<file path="config.mk">
export PLATFORM = sky130hd
export DESIGN_NAME = ram_lsu
export DESIGN_NICKNAME = d
export VERILOG_FILES = /design/src/rtl/ram_lsu_pkg.sv /design/src/rtl/lsu_align.sv /design/src/rtl/ram_lsu.sv
export SDC_FILE = /design/constraint.sdc
export NUM_CORES = 1
export LEC_CHECK = 0
export ABC_AREA = 1
export CORE_MARGIN = 4
export CORE_UTILIZATION = 55
export DETAILED_ROUTE_END_ITERATION = 10
export PLACE_DENSITY = 0.88
export SYNTH_ARGS = -nofsm -noshare
export SYNTH_HDL_FRONTEND = slang
export SYNTH_SLANG_ARGS = --single-unit
</file>
<file path="constraint.sdc">
create_clock -name clk -period 9.4 [get_ports clk]
set_input_delay 1.41 -clock clk [delete_from_list [all_inputs] [get_ports clk]]
set_output_delay 1.41 -clock clk [all_outputs]
set_load 0.02 [all_outputs]
</file>
<file path="src/rtl/ram_lsu_pkg.sv">
// Shared definitions for the RAM load/store sequencer: funct3 encodings,
// FSM states and access-size / legality helpers.
package ram_lsu_pkg;

    localparam logic [2:0] F3_B  = 3'd0;
    localparam logic [2:0] F3_H  = 3'd1;
    localparam logic [2:0] F3_W  = 3'd2;
    localparam logic [2:0] F3_BU = 3'd4;
    localparam logic [2:0] F3_HU = 3'd5;

    typedef enum logic [1:0] {
        IDLE = 2'd0,
        ACC0 = 2'd1,
        ACC1 = 2'd2,
        RESP = 2'd3
    } state_t;

    // Access size in bytes; funct3[2] only selects the extension mode.
    function automatic logic [2:0] size_of(input logic [2:0] funct3);
        case (funct3[1:0])
            2'd0:    return 3'd1;
            2'd1:    return 3'd2;
            default: return 3'd4;
        endcase
    endfunction

    function automatic logic f3_illegal(input logic we, input logic [2:0] funct3);
        if (we)
            return funct3[2] || (funct3[1:0] == 2'b11);
        return (funct3 == 3'd3) || (funct3 == 3'd6) || (funct3 == 3'd7);
    endfunction

    function automatic logic crosses(input logic [1:0] offset, input logic [2:0] funct3);
        return ({1'b0, offset} + size_of(funct3)) > 3'd4;
    endfunction

endpackage

</file>
<file path="src/rtl/lsu_align.sv">
// Combinational lane logic: byte masks, lane-shifted store data, and load
// extraction with sign/zero extension over a two-word window.
module lsu_align
    import ram_lsu_pkg::*;
(
    input  logic [2:0]  funct3,
    input  logic [1:0]  offset,
    input  logic [31:0] wdata,
    input  logic [31:0] lo_word,
    input  logic [31:0] hi_word,
    output logic [7:0]  mask,
    output logic [63:0] wide_wdata,
    output logic [31:0] load_data
);

    logic [3:0]  base;
    logic [4:0]  sh;
    logic [63:0] pair;
    logic [31:0] win;

    always_comb begin
        sh = {offset, 3'b000};
        case (size_of(funct3))
            3'd1:    base = 4'b0001;
            3'd2:    base = 4'b0011;
            default: base = 4'b1111;
        endcase
        mask       = {4'b0000, base} << offset;
        wide_wdata = {32'h0, wdata} << sh;
        pair       = {hi_word, lo_word};
        win        = pair[sh +: 32];
        case (funct3[1:0])
            2'd0:    load_data = funct3[2] ? {24'h0, win[7:0]} : {{24{win[7]}}, win[7:0]};
            2'd1:    load_data = funct3[2] ? {16'h0, win[15:0]} : {{16{win[15]}}, win[15:0]};
            default: load_data = win;
        endcase
    end

endmodule

</file>
<file path="src/rtl/ram_lsu.sv">
// Load/store sequencer: turns byte-addressed RV32I accesses into one or two
// word accesses on the RAM ports, with a valid/ready request handshake.
module ram_lsu
    import ram_lsu_pkg::*;
#(
    parameter bit MISALIGN_EN = 1'b1,
    parameter int WADDR_W     = 30
) (
    input  logic               clk,
    input  logic               rst,
    input  logic               req_valid,
    output logic               req_ready,
    input  logic               req_we,
    input  logic [2:0]         req_funct3,
    input  logic [31:0]        req_addr,
    input  logic [31:0]        req_wdata,
    output logic               resp_valid,
    output logic               resp_err,
    output logic [31:0]        resp_rdata,
    output logic [WADDR_W-1:0] mem_addr,
    input  logic [31:0]        mem_rdata,
    output logic               mem_we,
    output logic [31:0]        mem_wdata,
    output logic [3:0]         mem_byte_en
);

    // Handshake: a request transfers on a posedge where req_valid && req_ready;
    // req_ready is high only in IDLE, and resp_valid pulses for one cycle in RESP.
    state_t             state, state_nxt;
    logic               we_q, err_q;
    logic [2:0]         f3_q;
    logic [1:0]         off_q;
    logic [31:0]        wdata_q, buf0, buf1;
    logic [WADDR_W-1:0] addr_q;
    logic               bad_req, cross_q;
    logic [7:0]         mask;
    logic [63:0]        wide_wdata;
    logic [31:0]        load_data;

    assign bad_req = f3_illegal(req_we, req_funct3) ||
                     (!MISALIGN_EN && crosses(req_addr[1:0], req_funct3));
    assign cross_q = MISALIGN_EN && crosses(off_q, f3_q);

    lsu_align u_align (
        .funct3     (f3_q),
        .offset     (off_q),
        .wdata      (wdata_q),
        .lo_word    (buf0),
        .hi_word    (buf1),
        .mask       (mask),
        .wide_wdata (wide_wdata),
        .load_data  (load_data)
    );

    always_ff @(posedge clk or posedge rst) begin
        if (rst) begin
            state   <= IDLE;
            we_q    <= 1'b0;
            err_q   <= 1'b0;
            f3_q    <= 3'd0;
            off_q   <= 2'd0;
            wdata_q <= 32'h0;
            buf0    <= 32'h0;
            buf1    <= 32'h0;
            addr_q  <= '0;
        end else begin
            state <= state_nxt;
            case (state)
                IDLE: if (req_valid) begin
                    we_q    <= req_we;
                    f3_q    <= req_funct3;
                    off_q   <= req_addr[1:0];
                    wdata_q <= req_wdata;
                    err_q   <= bad_req;
                    buf0    <= 32'h0;
                    buf1    <= 32'h0;
                    // Rejected requests never touch RAM, so mem_addr keeps its value.
                    if (!bad_req)
                        addr_q <= req_addr[WADDR_W+1:2];
                end
                ACC0: begin
                    if (!we_q)
                        buf0 <= mem_rdata;
                    if (cross_q)
                        addr_q <= addr_q + 1'b1;
                end
                ACC1: if (!we_q) buf1 <= mem_rdata;
                default: ;
            endcase
        end
    end

    always_comb begin
        state_nxt = state;
        case (state)
            IDLE: if (req_valid) state_nxt = bad_req ? RESP : ACC0;
            ACC0: state_nxt = cross_q ? ACC1 : RESP;
            ACC1: state_nxt = RESP;
            RESP: state_nxt = IDLE;
            default: state_nxt = IDLE;
        endcase
    end

    always_comb begin
        req_ready   = (state == IDLE);
        resp_valid  = (state == RESP);
        resp_err    = (state == RESP) && err_q;
        resp_rdata  = 32'h0;
        mem_addr    = addr_q;
        mem_we      = 1'b0;
        mem_wdata   = 32'h0;
        mem_byte_en = 4'h0;
        if (state == RESP && !we_q && !err_q)
            resp_rdata = load_data;
        if (we_q && state == ACC0) begin
            mem_we      = 1'b1;
            mem_wdata   = wide_wdata[31:0];
            mem_byte_en = mask[3:0];
        end
        if (we_q && state == ACC1) begin
            mem_we      = 1'b1;
            mem_wdata   = wide_wdata[63:32];
            mem_byte_en = mask[7:4];
        end
    end

endmodule

</file>
==> images/met4.png <==
Scale bar: 50 um.
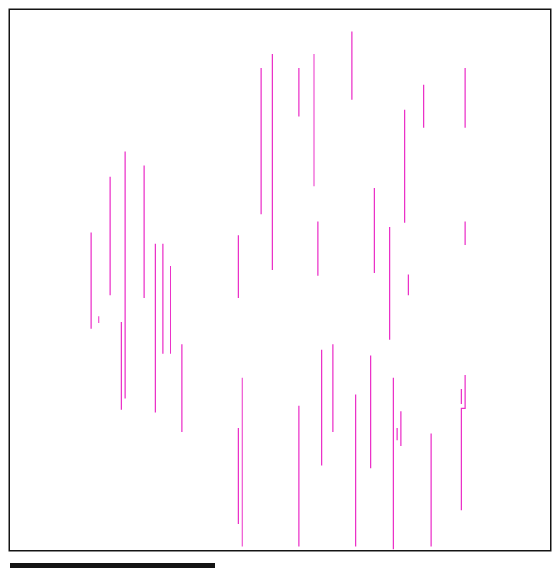
main direction: vertical
longest straight run: 59.8 um
wire length on this layer: 888 um

==> images/metal_stack.png <==
Only two layers are drawn.
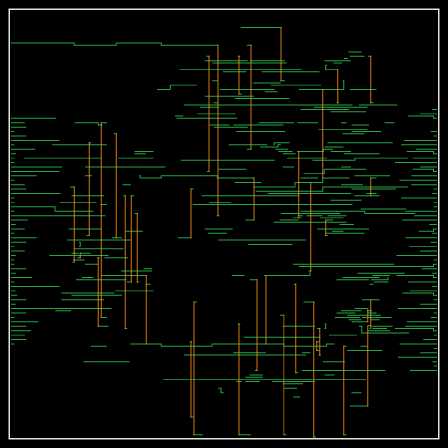
| color | layer | wire length |
|---|---|---|
| orange | met4 | 888 um |
| green | met3 | 2830 um |

==> images/registers.png <==
Scale bar: 50 um.
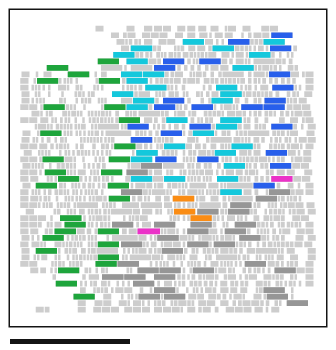
| color | netlist name | placed flops |
|---|---|---|
| cyan | `buf0` | 32 |
| orange | `f3_q` | 3 |
| green | `mem_addr` | 30 |
| blue | `buf1` | 24 |
| magenta | `off_q` | 2 |

==> images/gate_families.png <==
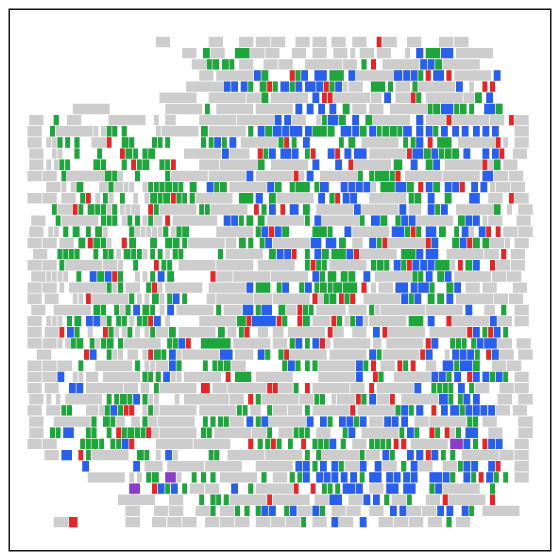
| color | family | cells | most used |
|---|---|---|---|
| blue | inverting AOI/OAI gates | 289 | o21ai_0 |
| purple | AND-OR and OR-AND gates | 3 | o21a_1 |
| red | inverters | 128 | inv_1 |
| green | NAND gates | 477 | nand2_1 |

==> images/final_congestion.png <==
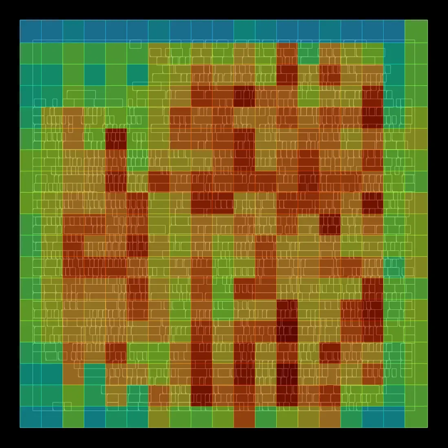
met3 usage: 8.37%
Final Core Density: 74.4%
M2 GR Usage: 49.2%

through the flow:
step	setup slack, ns	util [%]
after global routing	3.59	74.4
after global placement	4.58	70.1
after floorplan	4.61	-
final	3.82	74.4
after CTS	3.90	74.4
after detailed placement	4.38	70.1
cells by family (layout without fill, tap and decap cells):
kind of cell	count (synthesis)	in the layout	synth area share, %
simple gates	606	606	30.8
compound gates	292	292	19.1
buf+inv	200	371	10.5
flops	127	127	37.9
fa+ha+maj	9	9	1.43
xor+xnor	4	4	0.417
flip-flops by register name (all words and copies together) (netlist names):
register,count
mem_addr,30
we_q,1
wdata_q,32
off_q,2
buf0,32
f3_q,3
err_q,1
state,2
buf1,24
==> ci_impl_report.md <==
### Flow metrics

| Metric | Value |
|---|---|
| Crit path DRT | around 8 ns |
| Final setup viols | 0 |
| Final Cell Area | 11000 um2 |
| Status | finished clean |
| Clk Latency, worst-skew pair | between 0.4 and 0.5 ns |
| Syn Std Cell Area | approximately 8400 um2 |
| Setup CP Type | register to output port |
| HP Start | buf0[3] |
| Finished Layout Cells | 1593 |
| Initial antenna violation count | 0 |
| Post-DP HPWL | about 18000 um |
| Area leader share | between 30% and 40% |
| H-tree depth | 4 |
| Num rows | between 40 and 50 |
| Die Size | approximately 17000 um2 |
| Hold crit path type | register to register |
| Worst-Margin Slew | 1.15 ns |
| CTS resizes | 0 |
| Worst setup EP type | output port |
| Unique cell types | between 40 and 50 |
| Max layer used | met4 |
| Crit-path max cell delay | 0.65 ns |
| OpenROAD warnings | 32 |
| Seq/total area | between 20% and 30% |
| DR WL met3 | around 2800 um |
| Inserted Diodes | 0 |
| Largest cell class | multi-input combinational cells |
| Area leader, netlist | dfrtp_1 |
| Placed Cells | around 1.6k |
| Pwr Density | 350 nW/um2 |
| Registers | ~130 |
| Int Pwr | 0.00194 W |
| FF-to-FF path depth | 10 |
| Slew Limit Fails | 0 |
| Syn Inst Count | between 1k and 1.5k |
Power figures rest on the tool's default switching activity, not on a simulated workload.
